`src/rtl/voter_pkg.sv`:
```
// -----------------------------------------------------------------------------
// voter_pkg
// Shared constants for the majority-voter vector loader.
//   VEC_W   : width of the voter input vector
//   WORD_W  : width of one streamed input word
//   NWORDS  : words per vector, ceil(VEC_W / WORD_W)
//   FCNT_W  : width of the accepted-frame counter
// -----------------------------------------------------------------------------
package voter_pkg;

  localparam int VEC_W  = 1001;
  localparam int WORD_W = 32;
  localparam int FCNT_W = 20;

  function automatic int calc_nwords(input int vec_w, input int word_w);
    return (vec_w + word_w - 1) / word_w;
  endfunction

  // Counter width that still works for a single-word vector.
  function automatic int calc_cnt_w(input int nwords);
    return (nwords > 1) ? $clog2(nwords) : 1;
  endfunction

  localparam int NWORDS = calc_nwords(VEC_W, WORD_W);

endpackage

```
`src/rtl/voter_vec_loader_if.sv`:
```
// -----------------------------------------------------------------------------
// voter_vec_loader_if
// Word-stream input and vector output handshakes of the loader.
//   s_valid/s_ready/s_data/s_last : input word stream, LSB word first
//   vec/vec_valid/vec_ready       : assembled vector toward the voter
// modport master : the producer/consumer environment
// modport slave  : the loader
// -----------------------------------------------------------------------------
interface voter_vec_loader_if #(
  parameter int VEC_W  = voter_pkg::VEC_W,
  parameter int WORD_W = voter_pkg::WORD_W
);
  logic              s_valid;
  logic              s_ready;
  logic [WORD_W-1:0] s_data;
  logic              s_last;
  logic [VEC_W-1:0]  vec;
  logic              vec_valid;
  logic              vec_ready;

  modport master (
    output s_valid, s_data, s_last, vec_ready,
    input  s_ready, vec, vec_valid
  );

  modport slave (
    input  s_valid, s_data, s_last, vec_ready,
    output s_ready, vec, vec_valid
  );
endinterface

```
`src/rtl/voter_vec_asm.sv`:
```
// -----------------------------------------------------------------------------
// voter_vec_asm
// Assembly stage: word counter, assembly register and framing check.
//   clk, rst_n : clock, async active-low reset
//   wr         : an input word is transferred this cycle
//   data, last : the word and its end-of-frame marker
//   take       : the output stage is copying asm this cycle
//   clr_err    : synchronous clear of the sticky error
//   asm        : assembled vector (upper bits of the last word discarded)
//   asm_full   : asm holds a complete frame
//   err        : sticky framing error
// -----------------------------------------------------------------------------
module voter_vec_asm #(
  parameter int VEC_W  = voter_pkg::VEC_W,
  parameter int WORD_W = voter_pkg::WORD_W
) (
  input  logic              clk,
  input  logic              rst_n,
  input  logic              wr,
  input  logic [WORD_W-1:0] data,
  input  logic              last,
  input  logic              take,
  input  logic              clr_err,
  output logic [VEC_W-1:0]  asm,
  output logic              asm_full,
  output logic              err
);
  import voter_pkg::*;

  localparam int NUM_WORDS = calc_nwords(VEC_W, WORD_W);
  localparam int CNT_W     = calc_cnt_w(NUM_WORDS);

  logic [CNT_W-1:0] wcnt;
  logic             last_slot;
  logic             wr_good;
  logic             wr_bad;
  logic [VEC_W-1:0] rep;
  logic [VEC_W-1:0] mask;

  assign last_slot = (wcnt == CNT_W'(NUM_WORDS - 1));
  // s_last must coincide exactly with the final slot; any disagreement is a framing error.
  assign wr_bad    = wr && (last != last_slot);
  assign wr_good   = wr && last && last_slot;

  // The word replicated across every slot, plus a mask selecting slot wcnt.
  // Truncating to VEC_W drops the unused top bits of the final word.
  assign rep  = VEC_W'({NUM_WORDS{data}});
  assign mask = VEC_W'({WORD_W{1'b1}}) << (32'(wcnt) * WORD_W);

  // NOTE: sequential state is written with non-blocking assignments so every
  // register samples pre-edge values regardless of block ordering.
  always_ff @(posedge clk or negedge rst_n) begin
    if (!rst_n) begin
      wcnt     <= '0;
      asm_full <= 1'b0;
      err      <= 1'b0;
    end else begin
      // Both a completed frame and an error restart the count at slot 0.
      if (wr) wcnt <= (last_slot || last) ? '0 : wcnt + 1'b1;

      if (wr_good)   asm_full <= 1'b1;
      else if (take) asm_full <= 1'b0;

      // A new error takes priority over a simultaneous clear.
      if (wr_bad)       err <= 1'b1;
      else if (clr_err) err <= 1'b0;
    end
  end

  // NOTE: asm is wide data storage qualified by asm_full, so it carries no
  // reset; stale contents are never observed.
  always_ff @(posedge clk) begin
    if (wr && !wr_bad) asm <= (asm & ~mask) | (rep & mask);
  end

endmodule

```
`src/rtl/voter_vec_loader.sv`:
```
// -----------------------------------------------------------------------------
// voter_vec_loader
// Streams WORD_W-bit words into a VEC_W-bit majority-voter input vector.
// An assembly stage fills while the output register holds the previous frame.
//   clk, rst_n : clock, async active-low reset
//   bus        : word-stream input and vector output handshakes (slave)
//   clr_err    : synchronous clear of err
//   err        : sticky framing error
//   frame_cnt  : frames accepted at the vector output, wraps
// -----------------------------------------------------------------------------
module voter_vec_loader #(
  parameter int VEC_W  = voter_pkg::VEC_W,
  parameter int WORD_W = voter_pkg::WORD_W
) (
  input  logic                         clk,
  input  logic                         rst_n,
  voter_vec_loader_if.slave            bus,
  input  logic                         clr_err,
  output logic                         err,
  output logic [voter_pkg::FCNT_W-1:0] frame_cnt
);
  import voter_pkg::*;

  logic [VEC_W-1:0] asm;
  logic             asm_full;
  logic             take;
  logic             wr;
  logic             out_xfer;

  assign take     = asm_full && (!bus.vec_valid || bus.vec_ready);
  // A full asm still accepts the next word in the cycle it drains into vec,
  // which keeps the stream at one vector per NWORDS cycles.
  assign bus.s_ready = !asm_full || take;
  assign wr       = bus.s_valid && bus.s_ready;
  assign out_xfer = bus.vec_valid && bus.vec_ready;

  voter_vec_asm #(
    .VEC_W  (VEC_W),
    .WORD_W (WORD_W)
  ) u_asm (
    .clk      (clk),
    .rst_n    (rst_n),
    .wr       (wr),
    .data     (bus.s_data),
    .last     (bus.s_last),
    .take     (take),
    .clr_err  (clr_err),
    .asm      (asm),
    .asm_full (asm_full),
    .err      (err)
  );

  always_ff @(posedge clk or negedge rst_n) begin
    if (!rst_n) begin
      bus.vec       <= '0;
      bus.vec_valid <= 1'b0;
      frame_cnt     <= '0;
    end else begin
      // vec only reloads on take, so it holds while the consumer stalls.
      if (take) begin
        bus.vec       <= asm;
        bus.vec_valid <= 1'b1;
      end else if (out_xfer) begin
        bus.vec_valid <= 1'b0;
      end

      if (out_xfer) frame_cnt <= frame_cnt + 1'b1;
    end
  end

endmodule

```
`src/flat_wrapper.sv`:
```
// flat-port wrapper written by rule: the top's interface ports become plain ports
module voter_vec_loader_flat import voter_pkg::*;
#(
  parameter int VEC_W  = voter_pkg::VEC_W,
  parameter int WORD_W = voter_pkg::WORD_W
)
  (clk, rst_n, clr_err, err, frame_cnt, bus_s_valid, bus_s_data, bus_s_last, bus_vec_ready, bus_s_ready, bus_vec, bus_vec_valid);
  voter_vec_loader_if #(.VEC_W(VEC_W), .WORD_W(WORD_W)) bus_i ();
  input  logic clk;
  input  logic rst_n;
  input  logic clr_err;
  output logic err;
  output logic [voter_pkg::FCNT_W-1:0] frame_cnt;
  input wire logic [$bits(bus_i.s_valid)-1:0] bus_s_valid;
  input wire logic [$bits(bus_i.s_data)-1:0] bus_s_data;
  input wire logic [$bits(bus_i.s_last)-1:0] bus_s_last;
  input wire logic [$bits(bus_i.vec_ready)-1:0] bus_vec_ready;
  output wire logic [$bits(bus_i.s_ready)-1:0] bus_s_ready;
  output wire logic [$bits(bus_i.vec)-1:0] bus_vec;
  output wire logic [$bits(bus_i.vec_valid)-1:0] bus_vec_valid;
  assign bus_i.s_valid = bus_s_valid;
  assign bus_i.s_data = bus_s_data;
  assign bus_i.s_last = bus_s_last;
  assign bus_i.vec_ready = bus_vec_ready;
  assign bus_s_ready = bus_i.s_ready;
  assign bus_vec = bus_i.vec;
  assign bus_vec_valid = bus_i.vec_valid;
  voter_vec_loader #(.VEC_W(VEC_W), .WORD_W(WORD_W)) u_core (.clk(clk), .rst_n(rst_n), .bus(bus_i), .clr_err(clr_err), .err(err), .frame_cnt(frame_cnt));
endmodule
```
`config.mk`:
```
export PLATFORM = sky130hd
export DESIGN_NAME = voter_vec_loader_flat
export DESIGN_NICKNAME = d
export VERILOG_FILES = /design/src/rtl/voter_pkg.sv /design/src/rtl/voter_vec_loader_if.sv /design/src/rtl/voter_vec_asm.sv /design/src/rtl/voter_vec_loader.sv /design/src/flat_wrapper.sv
export SDC_FILE = /design/constraint.sdc
export NUM_CORES = 2
export LEC_CHECK = 0
export CORE_AREA = 2 2 408 410
export CTS_BUF_LIST = sky130_fd_sc_hd__clkbuf_2
export CTS_CLUSTER_DIAMETER = 100
export DETAILED_ROUTE_END_ITERATION = 10
export DIE_AREA = 0 0 410 412
export PLACE_DENSITY = 0.67
export SLEW_MARGIN = 30
export SYNTH_ARGS = -nofsm -noshare
export SYNTH_HDL_FRONTEND = slang
export SYNTH_SLANG_ARGS = --single-unit
```
`constraint.sdc`:
```
create_clock -name clk -period 6.2 [get_ports clk]
set_clock_uncertainty 0.15 [all_clocks]
set_input_delay 1.24 -clock clk [delete_from_list [all_inputs] [get_ports clk]]
set_output_delay 1.24 -clock clk [all_outputs]
set_load 0.02 [all_outputs]
```
==> results.json <==
{
  "outcome": "finished, final reports clean",
  "timing.critical_path.slowest_stage_cell": "sky130_fd_sc_hd__clkdlybuf4s50_1",
  "biggest_consumer": "sequential cells",
  "seqCellArea_um2": 55810,
  "clock_power_share_pct": 37.1,
  "post_cts_resized": 0,
  "ys_top_logic_family": "multiplexers",
  "fillerInstances": 12850,
  "grt_start_max_net_pins": 145,
  "comb-cell-share_pct": 17.18,
  "crit_chain": "nand3b_1, clkdlybuf4s50_1",
  "cts_tree": "yes",
  "min_to": "u_core.bus.vec[33]",
  "ff_type": "sky130_fd_sc_hd__dfrtp_1",
  "finalNetCount": 4948,
  "signal_buffers": 1228,
  "yosys_warnings": 0,
  "clock_latency_ps": 2020,
  "combinationalPowerShare_pct": 2.3,
  "clock_buffers": 771,
  "gr-total-overflow": 0,
  "antenna_cells": 13,
  "cts.clk_slew.worst_paths_ps": 110,
  "critical-path-max-stage-delay_ps": 710,
  "crit_end": "bus_s_ready",
  "via_per_inst": 5.000,
  "period_needed_ps": 4987,
  "clock.fmax_ghz": 0.2005,
  "slew_viol_final": 0,
  "seq_cell_power_mw": 14.2,
  "logic_gate_count": 1138,
  "tns_ps": 0,
  "worstSetupPathType": "reg -> out",
  "worst_pin_slew_ps": 1246,
  "crit_required_ps": 4810,
  "hold_buffers": 46,
  "post_route_fraction_of_the_period_consumed_by_the_critical_path_pct": 80.44,
  "switch_share_pct": 24.83,
  "comb_power_uw": 543,
  "top_level_ports": 1062,
  "yosys_cells": 3290,
  "detailed_placement_hpwl_um": 129400,
  "critPathCaptureType": "primary output",
  "grt_first_pass_wirelength_um": 295600,
  "h-tree-depth": 5,
  "clock_tree.root_cell": "sky130_fd_sc_hd__clkbuf_2",
  "routability_congestion_estimate": 0.7893,
  "synth.cellmix.simpleShare_pct": 0.7051,
  "well_tap_count": 2189,
  "sequential_cell_area_share_pct": 61.22,
  "muxShareOfSynthArea_pct": 20.15,
  "yosys.area.top_type": "sky130_fd_sc_hd__edfxtp_1",
  "grt_antenna_before_repair": 27,
  "synthAdderAreaFrac_pct": 0.1552,
  "timing.hold.worst.class": "reg -> reg",
  "setup_viol": 0,
  "area.growth.synth_to_final_pct": 25.61,
  "fp.dieArea_um2": 168900,
  "report.final.hold_viol_count": 0,
  "clock_sink_count": 2030,
  "netlist_top_cells_area": "sky130_fd_sc_hd__edfxtp_1, sky130_fd_sc_hd__dfrtp_1, sky130_fd_sc_hd__mux2_4",
  "vias_in_the_first_global_route": 38830,
  "r2r_start": "u_core.u_asm.wcnt[2]",
  "synth-edff-count": 1001,
  "critical_path_peak_fanout": 8,
  "post_cts.repair.setup_buffers": 0,
  "crit_start": "u_core.u_asm.asm_full",
  "clk_share_pct": 4.884,
  "final_antenna_net_count": 0,
  "synthesis.area_per_instance_um2": 22.06,
  "fin_util_pct": 55.50,
  "crit_path_start_kind": "flip-flop",
  "firstDrtPassIters": 7,
  "max_slew_margin_pct": 16.90,
  "synth-xor-area-share_pct": 0.2293,
  "synthDominantCellAreaShare_pct": 41.42,
  "setup_slack_at_placement_ps": 1359,
  "non_clock_inverter_count": 8,
  "worstPathArrival_ps": 3600,
  "synth.net_count": 3337,
  "fp_util_pct": 44.19,
  "placed_instances": 6542,
  "synthMostInstantiatedCell": "sky130_fd_sc_hd__dfrtp_1",
  "detail_route.iter0.violations": 3182,
  "cell_variety_after_synth": 30,
  "power_switching_mw": 5.821,
  "synth_compound_gate_area_share_pct": 0.05172,
  "drive_above_1_share_pct": 37.42,
  "port_buffers": 1061,
  "cts_buffer_depth": 4,
  "ys_chip_area_um2": 72570,
  "min_path_cells": 1,
  "detail_route.drc_violations": 0,
  "mappedNetlistArea_um2": 72570,
  "ys_top_cells_by_count": "sky130_fd_sc_hd__dfrtp_1, sky130_fd_sc_hd__edfxtp_1, sky130_fd_sc_hd__mux2_4",
  "powerClk_mw": 8.71,
  "rsz0062_at_grt": "no",
  "async_reset_ff_share_pct": 50.69,
  "seq_power_share_pct": 60.5,
  "cap_viol_max_count": 0,
  "synth_cells": 3290,
  "regToRegSetupSlack_ps": 2110,
  "place_area_um2": 86060,
  "numSynthFlops": 2030,
  "ys_seq_share_pct": 76.90,
  "warnings": 35,
  "finalPower_mw": 23.44,
  "layoutNonFillerInstCount": 7512,
  "buffer_area_share_pct": 13.64,
  "cellPowerDensity_nw_per_um2": 257.2,
  "layout_setup_ws_ps": 1213,
  "cellInternalPower_mw": 17.62,
  "numCtsBuffers": 495,
  "hold_slack_ps": 109.0,
  "n_sequential_cell": 2030,
  "largest_cell_class": "sequential cells",
  "area.combinational_um2": 15660,
  "cellLeakagePower_nw": 41.11
}
[cell families after synthesis]
kind of cell,Yosys count
DFF,2030
muxes,1002
buffers and inverters,122
and+or+nand+nor,101
xor gates and xnor gates,19
adders and majority gates,9
AOI/OAI and AO/OA,7
[cell usage in the layout (no fill, tap or decap), types with 6 or more instances in the layout]
cell type and instances:
sky130_fd_sc_hd__clkinv_1 111, sky130_fd_sc_hd__dlygate4sd3_1 45, sky130_fd_sc_hd__buf_2 32, sky130_fd_sc_hd__nand4_1 7
sky130_fd_sc_hd__clkinv_2 13, sky130_fd_sc_hd__clkbuf_2 771, sky130_fd_sc_hd__nand2_1 26, sky130_fd_sc_hd__o21ai_0 6
sky130_fd_sc_hd__edfxtp_1 1001, sky130_fd_sc_hd__buf_12 18, sky130_fd_sc_hd__nor2_4 17, sky130_fd_sc_hd__inv_1 8
sky130_fd_sc_hd__buf_4 85, sky130_fd_sc_hd__nor3_2 6, sky130_fd_sc_hd__dfrtp_1 1029, sky130_fd_sc_hd__nand3_1 10
sky130_fd_sc_hd__ha_1 9, sky130_fd_sc_hd__mux2_4 890, sky130_fd_sc_hd__clkdlybuf4s50_1 1028, sky130_fd_sc_hd__diode_2 13
sky130_fd_sc_hd__mux2_2 112, sky130_fd_sc_hd__xnor2_1 16, sky130_fd_sc_hd__buf_16 19
[per-layer routing]
metal | vias to the layer above | wire length, µm | GRT usage [%]
met1 | 19740 | 84660 | 31.63
met3 | 297 | 18910 | 8.068
met2 | 1741 | 103100 | 40.15
met4 | 2 | 6227 | 9.178
met5 | - | 13 | 0
li1 | 15780 | - | -
[critical path: cells and delay by family, from the launching register on]
family / cells / cell delay, ps
buffers and inverters: 1 / 710
DFF: 1 / 500
and+or+nand+nor: 1 / 370
### Placed cells, one colour a class

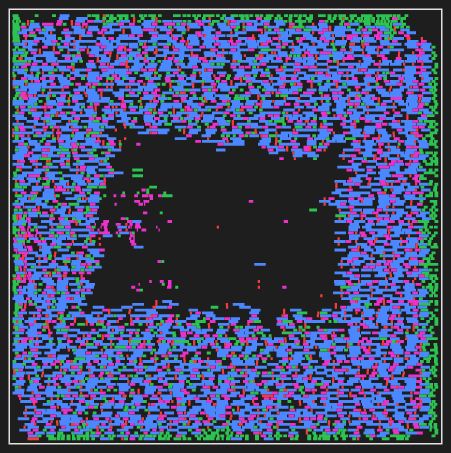
remaining buffers and delay cells -> green  # cells 1228, share of their area 14%
sequential cells -> blue  # cells 2030, share of their area 63%
combinational and other logic -> magenta  # cells 1146, share of their area 18%
clock drivers and dummy loads -> red  # cells 906, share of their area 5.0%

### PDN straps and rails

Scale bar: 100 µm. Pins as bars on the die edge.
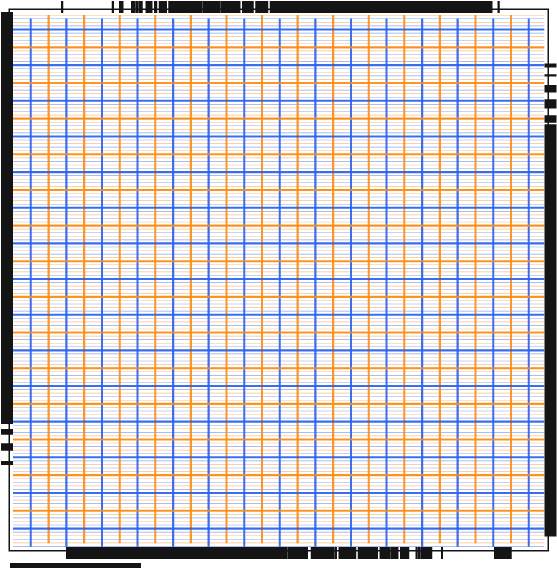
VDD -> orange
VSS -> blue
met1 rails = 150
met5 straps = 29
met4 straps = 29
VDD IR-drop max: 0.0001855 V
die width: 410 µm
Vert. Die Dim: 412 µm
area of the core: 164200 µm²

### Routed clock nets over the placement

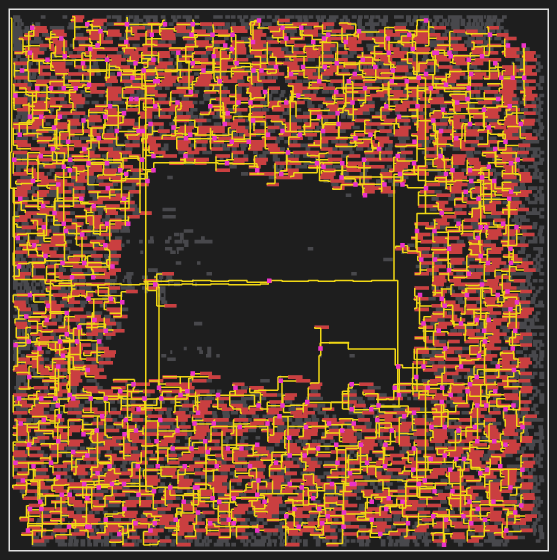
clock wires -> yellow  # length 26.1 mm
clock drivers -> magenta  # count 495
flip-flops -> red  # count 2030
flops lie = all over the die
routed clock nets = 496

### Metal layers overlaid

Scale bar: 100 µm.
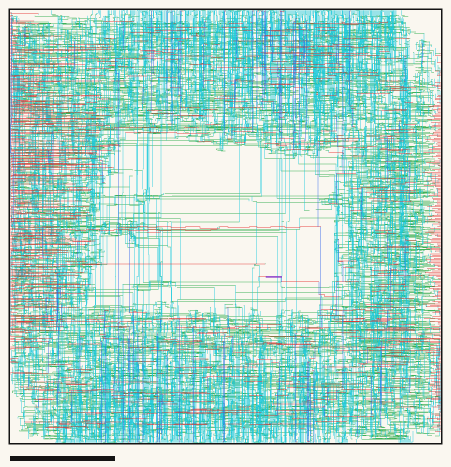
metal 5 -> purple  # wire length 13.8 µm
metal 4 -> blue  # wire length 6230 µm
metal 2 -> cyan  # wire length 103 mm
metal 1 -> green  # wire length 84.7 mm
metal 3 -> red  # wire length 18900 µm
via total after detailed routing: 37560
average routed wire per standard cell: 28.34 µm
Total Routed Length: 212900 µm
combined global-route utilization of all metal layers: 24.94%

### Routing congestion map

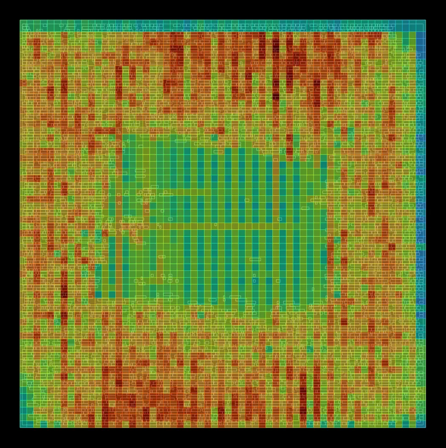
met1 track utilization from global routing: 31.63%
most congested layer reported by global routing: met2
GR Layer Usage met2: 40.15%
met3 global-route usage: 8.068%

Power figures rest on the tool's default switching activity, not on a simulated workload.
